Design mul_bus_initiator_flat, sky130hd; sources not shown.
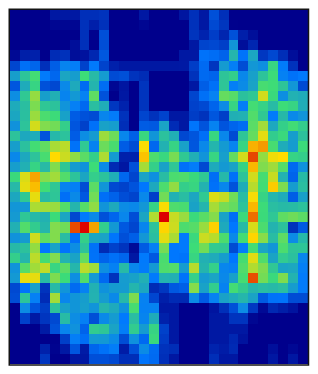
**Above:** wiring heat map.
Scale: 2 px per µm. The die is cut into 30 by 35 equal tiles; dark blue is low, red is high, scaled to the fullest tile. Values are wire area over tile area, all layers added.
- mean over tiles: 0.16
- emptiest ninth of the die: north
- tiles over half the peak: 16%
- nearly empty tiles: 18%
- fullest tile: 0.55
wirelength, routed: 25300 µm
DR vias: 7073
Avg WL per Cell: 17.1 µm
Tot GR Track Use: 0.186

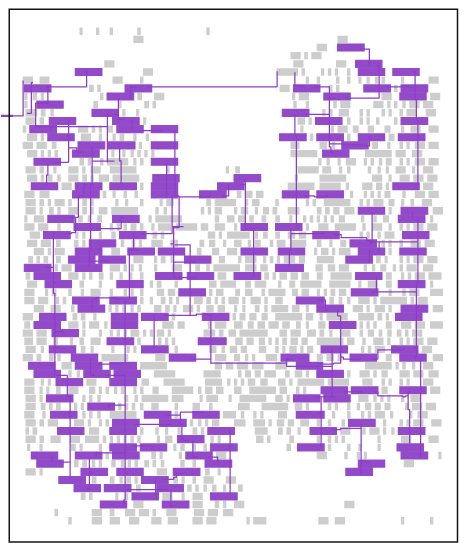
**Above:** I/O nets highlighted.
Scale: 3 px per µm.
- n_reset: purple (direction input; end cells 169; buffers 6; wire 1510 µm)
count of input and output buffers: 182
I/O pin total: 201

==> results.json <==
{
  "outcome": "complete, but fails checks",
  "violations": "negative setup slack",
  "setup_viol_count_final": 103,
  "p_seq_mw": 5.55,
  "synth-edff-count": 0,
  "synthTopCellsByCount": "nand2_1, dfrtp_1, o21ai_0",
  "layout_top_cells": "nand2_1, clkdlybuf4s50_1, dfrtp_1",
  "viasPerCell": 4.79,
  "grt_pass1_wl_um": 39600,
  "clkTransAtPathRegs_ns": 0.08,
  "cp_data_arrival_time_ns": 2.32,
  "min_period_over_period": 1.16,
  "ys_sh_aoi": 0.0788,
  "fin_setup_tns_ns": -23.23,
  "clk_latency_ns": 0.43,
  "synth_flops": 169,
  "setup_slack_ns": -0.307,
  "fp.dieW_um": 149,
  "power.clock.total_mw": 3.40,
  "tap_cells": 315,
  "path_class": "reg -> reg",
  "synth-simple-area-share": 0.289,
  "intPower_mw": 9.98,
  "drive_gt1_frac": 0.186,
  "p_comb_frac": 0.434,
  "synth_top_cell_by_count": "nand2_1",
  "holdWs_ns": 0.101,
  "vdd_drop_max_mv": 0.708,
  "ys_seq_share": 0.555,
  "syn_avg_cell_area_um2": 8.45,
  "area_leaders": "dfrtp_1, nand2_1, o21ai_0",
  "critPathRequiredTime_ns": 2.01,
  "ant_nets": 0,
  "chipHeight_um": 177,
  "fp-utilization": 0.327,
  "coreArea_um2": 23300,
  "ys_area_um2": 7620,
  "slew_viol_final": 0,
  "crit_buf_inv": 5,
  "nets": 1236,
  "largest_class": "flip-flops and latches",
  "cts_buffers": 17,
  "clock_cell_area_share": 0.0501,
  "yosysTopAreaCell": "dfrtp_1",
  "cap_violations": 0,
  "p_per_area_nw_per_um2": 1400,
  "placedInstanceArea_um2": 10400,
  "seq_area_um2": 4240,
  "ys_types": 38,
  "non_clock_inverter_count": 36,
  "ff_count": 169,
  "seq_share": 0.375,
  "syn_inst": 902,
  "comb_cells": 650,
  "warnings": 30,
  "worst-path-max-fanout": 6,
  "clock.fmax_mhz": 453,
  "ys.flop_type": "dfrtp_1",
  "worst-path-stages": 14,
  "antenna_cells": 0,
  "rows": 61,
  "maxPowerGroup": "combinational logic",
  "crit_slowest_cell": "dfrtp_2",
  "signal_buffers": 275,
  "synth-async-reset-ratio": 1.00,
  "path_cells": "nor2_2 -> buf_4 -> nand2_2 -> nor2_2 -> inv_1 -> nand2_1 -> inv_2 -> nand2_4 -> clkinv_8 -> buf_12 -> nand3_1 -> nand2_1 -> nand2_1 -> nand2_1",
  "min_period_ns": 2.21,
  "grt_remaining_overflow": 0,
  "final_cells": 1477,
  "root_buffer": "clkbuf_16",
  "grt_pass1_vias": 7652,
  "cp-end-kind": "flip-flop",
  "hold_path_class": "in -> async",
  "ff2ff_path_depth": 14,
  "xor_area_frac": 0,
  "buf_share": 0.248,
  "layout.cells.most_common": "nand2_1",
  "cp_top_family": "simple AND/OR/NAND/NOR gates"
}
## per-stage QoR
| step | worst slack, ns | power, mW | utilization |
|---|---|---|---|
| 2_1_floorplan | -0.0825 | 8.33 | - |
| 3_3_place_gp | -0.236 | 11.6 | 0.447 |
| 3_5_place_dp | -0.334 | 11.9 | 0.447 |
| 4_1_cts | -0.708 | 15.4 | 0.471 |
| 5_1_grt | -0.475 | 16.9 | 0.485 |
| 6_report | -0.307 | 15.8 | 0.485 |
## layer usage
metal	part of all wire	track usage	up-vias
li1	-	-	3349
met1	0.40	0.222	3484
met2	0.51	0.329	216
met3	0.082	0.0625	22
met4	0.0084	0.0324	2
met5	0.00051	0	-
## cell families after synthesis
group	Yosys count
fa+ha+maj	4
other cells	1
buf+inv	100
compound gates	104
simple gates	524
flops	169
Power and IR drop assume default switching activity.
